### Metal 3, run 1

The bar under the picture is 20 um long.
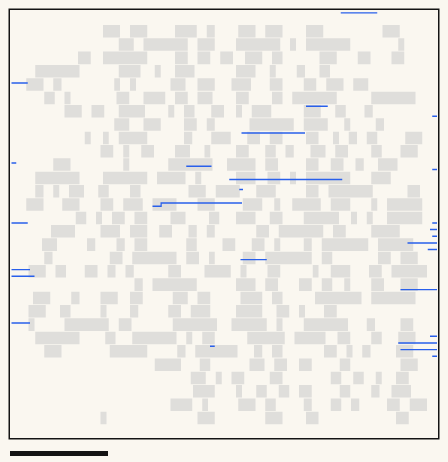
### Track usage over the die, run 1

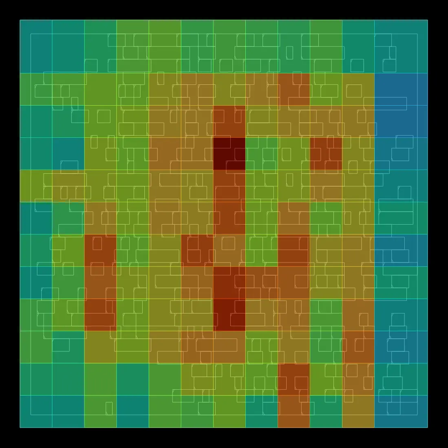
### Gate families picked out, run 1

The bar under the picture is 20 um long.
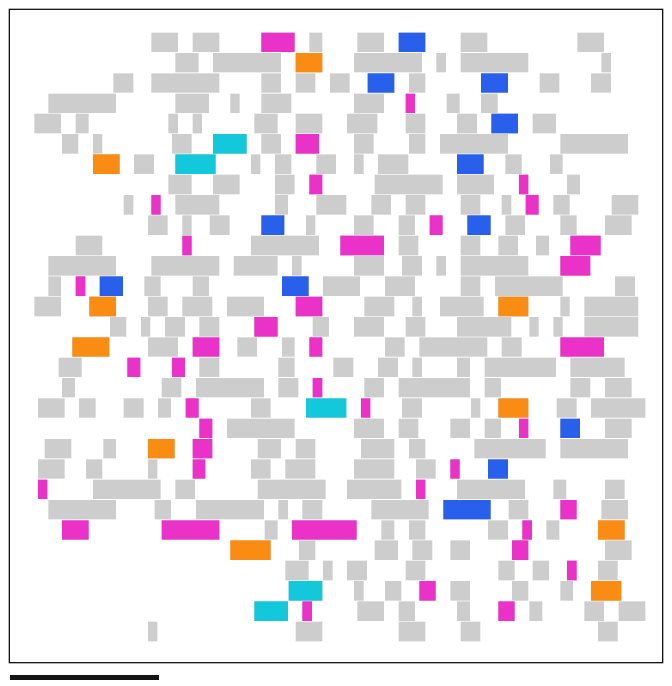
==> config.mk <==
export PLATFORM = sky130hd
export DESIGN_NAME = irrigation_zone_controller_flat
export DESIGN_NICKNAME = d
export VERILOG_FILES = /design/src/rtl/irrigation_zone_controller_if.sv /design/src/rtl/irrigation_zone_controller.sv /design/src/flat_wrapper.sv
export SDC_FILE = /design/constraint.sdc
export NUM_CORES = 1
export LEC_CHECK = 0
export CAP_MARGIN = 10
export CELL_PAD_IN_SITES_DETAIL_PLACEMENT = 2
export CELL_PAD_IN_SITES_GLOBAL_PLACEMENT = 2
export CORE_MARGIN = 2
export CORE_UTILIZATION = 25
export DETAILED_ROUTE_END_ITERATION = 8
export PLACE_DENSITY_LB_ADDON = 0.2
export SLEW_MARGIN = 25
export SYNTH_ARGS = -nofsm -noshare
export SYNTH_HDL_FRONTEND = slang
export SYNTH_SLANG_ARGS = --single-unit
==> constraint.sdc <==
create_clock -name clock -period 2.2 [get_ports clock]
set_input_delay 0.33 -clock clock [delete_from_list [all_inputs] [get_ports clock]]
set_output_delay 0.33 -clock clock [all_outputs]
set_load 0.1 [all_outputs]
==> Flow_metrics.wiki <==
== Implementation results ==
{| class="wikitable"
! Metric !! Value
|-
| Status || complete, but fails checks
|-
| Violated checks || negative setup slack
|-
| Number of setup buffers added after CTS || 6
|-
| H-tree level count || 1
|-
| Stage delay of the slowest cell on the critical path || 0.57 ns
|-
| Detailed-route DRC error count || 0
|-
| Maximum number of pins on one net before global-route repair || 35
|-
| Required time at the endpoint of the critical path || 2.36 ns
|-
| Cell total after placement || 357
|-
| Total of fill cells in the finished design || 735
|-
| Post-synthesis xor/xnor area fraction || 0%
|-
| Max-slew headroom || 58.7%
|-
| Combined flip-flop and latch cell area || 578 um2
|-
| Multi-input combinational cell area || 1260 um2
|-
| Maximum buffer depth of the clock tree || 2
|-
| Cells resized by post-CTS repair || 20
|-
| Distinct lib cells || 56
|-
| Synthesized instance count || 204
|-
| Final setup vio count || 19
|-
| GPL Wtd Cong || 0.797
|-
| Peak ir drop on the vdd network || 0.443 mV
|-
| Area fraction in and, or, nand and nor cells || 30.0%
|-
| Highest achievable clock rate || 408 MHz
|-
| Max Transition Viols Final || 0
|-
| Leading cell types by count after synthesis || 21 x dfrtp_1, 20 x nand2_1, 16 x nor2_1
|-
| Clock input transition at the sequential cells of the worst setup and hold paths || 0.09 ns
|-
| Compound-Gate Fraction of Synth Area || 22.1%
|-
| Synth-to-Final Area Change || 66.3%
|-
| Antenna violation net count after detailed routing || 0
|-
| Number of placement rows || 30
|-
| Total number of nets in the final design || 335
|-
| TritonCTS clock tree || built
|-
| Average wire per cell in the routed design || 20.5 um
|-
| Placed Instance Area || 2570 um2
|-
| Y dimension of the die || 87.3 um
|-
| Sum of net half-perimeters after detailed placement || 5030 um
|-
| Summed standard-cell area reported by yosys || 1730 um2
|-
| Class of the worst hold path || primary input to async pin
|-
| Final setup margin || -0.253 ns
|-
| Register area share after synthesis || 33.3%
|-
| Total number of warnings across the stage logs || 48
|-
| Core utilization before placement || 25.7%
|-
| Synth mux share || 6.06%
|-
| RSZ-0062 raised after global routing || true
|-
| Wire length of the first global-routing pass || 10900 um
|-
| Critical path fanouts, max || 5
|-
| Worst slack at placement || -0.311 ns
|-
| Count of cells along the worst register-to-register path || 8
|-
| Number of antenna violations at the first check in global routing || 0
|-
| Combined global-route utilization of all metal layers || 18.5%
|-
| Category of the worst setup path capture point || register
|-
| Final clock skew || 0.00465 ns
|-
| Ant. Diodes || 0
|-
| Standard cell with the maximum stage delay on the critical path || or4_4
|-
| Buffer and inverter count on the worst path || 2
|-
| Count of max-cap constraint violations || 0
|-
| First drt pass iteration count || 4
|-
| Post-synthesis cell type with the largest combined area || dfrtp_1
|-
| Share of Yosys cell area claimed by the top area cell type || 30.3%
|-
| Average via count per standard cell || 5.42
|-
| FF+latch count, synth || 23
|-
| IO buf count || 29
|-
| Number of buffers inserted during clock tree synthesis || 3
|-
| Adder-cell share of the synthesized area || 3.61%
|-
| Startpoint type of the worst setup path || register
|-
| Core area || 6760 um2
|-
| CP cell instances || or4_4 > nor4_4 > and4_4 > nor3_4 > buf_6 > buf_6 > a311o_1 > o311a_1
|-
| Post-synth ARST share || 100%
|-
| I/O pins || 47
|-
| Count of hold buffers inserted by post-cts repair || 0
|-
| Fraction of layout instances using a drive strength above 1 || 39.8%
|-
| Total die size || 7620 um2
|-
| Worst reg2reg setup slack || -0.25 ns
|-
| Critical Path AT || 2.62 ns
|-
| Root buf cell || clkbuf_8
|-
| Measured slew at the worst slew-check pin || 0.612 ns
|-
| Biggest area cells || dfrtp_1 30%, nand2_1 4.3%, nor3_1 3.8%, ha_1 3.6%, mux2i_1 3.5%
|-
| Largest family of logic cells by area || simple AND/OR/NAND/NOR gates
|-
| Max FFs per register || 16
|-
| Total stage count of the critical path || 8
|-
| Syn. warnings || 0
|-
| DRC marker count from the first detailed-route iteration || 92
|-
| Endpoints failing hold || 0
|-
| Clk_lat worst skew || 0.27 ns
|-
| Worst path top cell family by delay || simple AND/OR/NAND/NOR gates
|-
| Number of flops mapped to enable cells by yosys || 0
|-
| Floorplan Nets || 249
|-
| Cells in synth_stat.txt || 204
|-
| Total Power || 0.00421 W
|-
| Post-route minimum period || 2.45 ns
|-
| P_leak || 1.19 nW
|-
| Horizontal extent of the die || 87.3 um
|-
| Power density over the cells || 1460 nW/um2
|-
| Tcrit/Tclk final || 111%
|-
| Via count of the first global-routing pass || 2133
|-
| Most used standard cell by instance count after synthesis || dfrtp_1
|-
| Area of all placed cells without fillers || 2880 um2
|-
| TritonCTS Sinks || 23
|-
| Syn avg cell area || 8.50 um2
|-
| CP Class || register to register
|-
| Post-synth top flop || dfrtp_1
|-
| Sum of overflow across all layers after global routing || 0
|-
| Critical path's most frequent cell || buf_6
|-
| Post-synthesis cell area || 1730 um2
|}
-- 'Metal 3' (at the start) --
wire length on this layer = 129 um
main direction = horizontal
share of all routed wire = 1.7%
global-route track usage on met3: 2.75%
total number of vias: 2001
total detailed-routing wirelength: 7550 um

-- 'Track usage over the die' (at the start) --
met2 demand-to-capacity share in global routing: 33.7%
most used routing layer: met2

-- 'Gate families picked out' (at the start) --
magenta -> NOR gates  # cells 40
blue -> AND-OR and OR-AND gates  # cells 12
cyan -> adder and majority cells  # cells 5
orange -> multiplexers  # cells 10, where spread over the die
number of cells in the finished layout apart from fillers: 369
most frequent standard cell in the layout excluding fill and tap cells: buf_4
combinational share of cell area: 43.8%

[run 1: routing by layer]
metal / wire length (um) / vias up / GRT usage (%)
li1: - / 941 / -
met1: 3430 / 1024 / 23.2
met2: 3910 / 30 / 33.7
met3: 129 / 6 / 2.75
met4: 82 / 0 / 3.50
met5: 0 / - / 0
[run 1: area by class of cell]
class                      instances  area share [%]
multi-input combinational        163            43.8
clock buffer                       4            1.56
sequential                        23            20.0
tap                               80            3.47
inverter                           7           0.911
timing repair buffer              92            30.2
[run 1: cells in the final DEF, fill, tap and decap left out, types with 3 or more instances in the layout]
cell	Yosys	layout
nor2b_1	3	3
nor3_1	13	9
o21ai_0	6	3
clkdlybuf4s50_1	0	23
nand2_1	20	17
mux2i_1	6	5
o22ai_1	4	3
nor2_1	16	14
dfrtp_1	21	21
ha_1	5	3
buf_4	1	54
clkbuf_8	0	3
o311ai_0	4	4
nand4_1	5	5
nor3_2	1	3
a311o_1	3	3
inv_1	6	5
buf_6	1	8
a21oi_1	10	10
nand2_2	0	3
nand2b_1	7	7
and3_1	6	4
buf_12	0	6
nand3_1	6	6
[run 1: stage by stage]
stage               TNS, ns  util, %  hold slack (ns)
floorplan            -0.103        -            0.330
global placement      -2.35     38.0            0.536
detailed placement    -3.45     38.0            0.544
CTS                   -1.59     40.4            0.414
global route          -4.27     42.7            0.414
finish                -3.23     42.7            0.407
[run 1: report_power, final]
part / switching, W / leakage (nW) / internal [W] / total [W]
clock network: 0.000149 / 0.0228 / 0.000130 / 0.000279
registers: 0.000219 / 0.272 / 0.000649 / 0.000868
logic: 0.00165 / 0.894 / 0.00141 / 0.00306
[run 1: worst reg2reg max path, delay by kind of cell (launching register included)]
kind	cells	cell delay [ns]
flops	1	0.39
buf+inv	2	0.23
simple gates	4	1.35
compound gates	2	0.38
Power figures rest on the tool's default switching activity, not on a simulated workload.
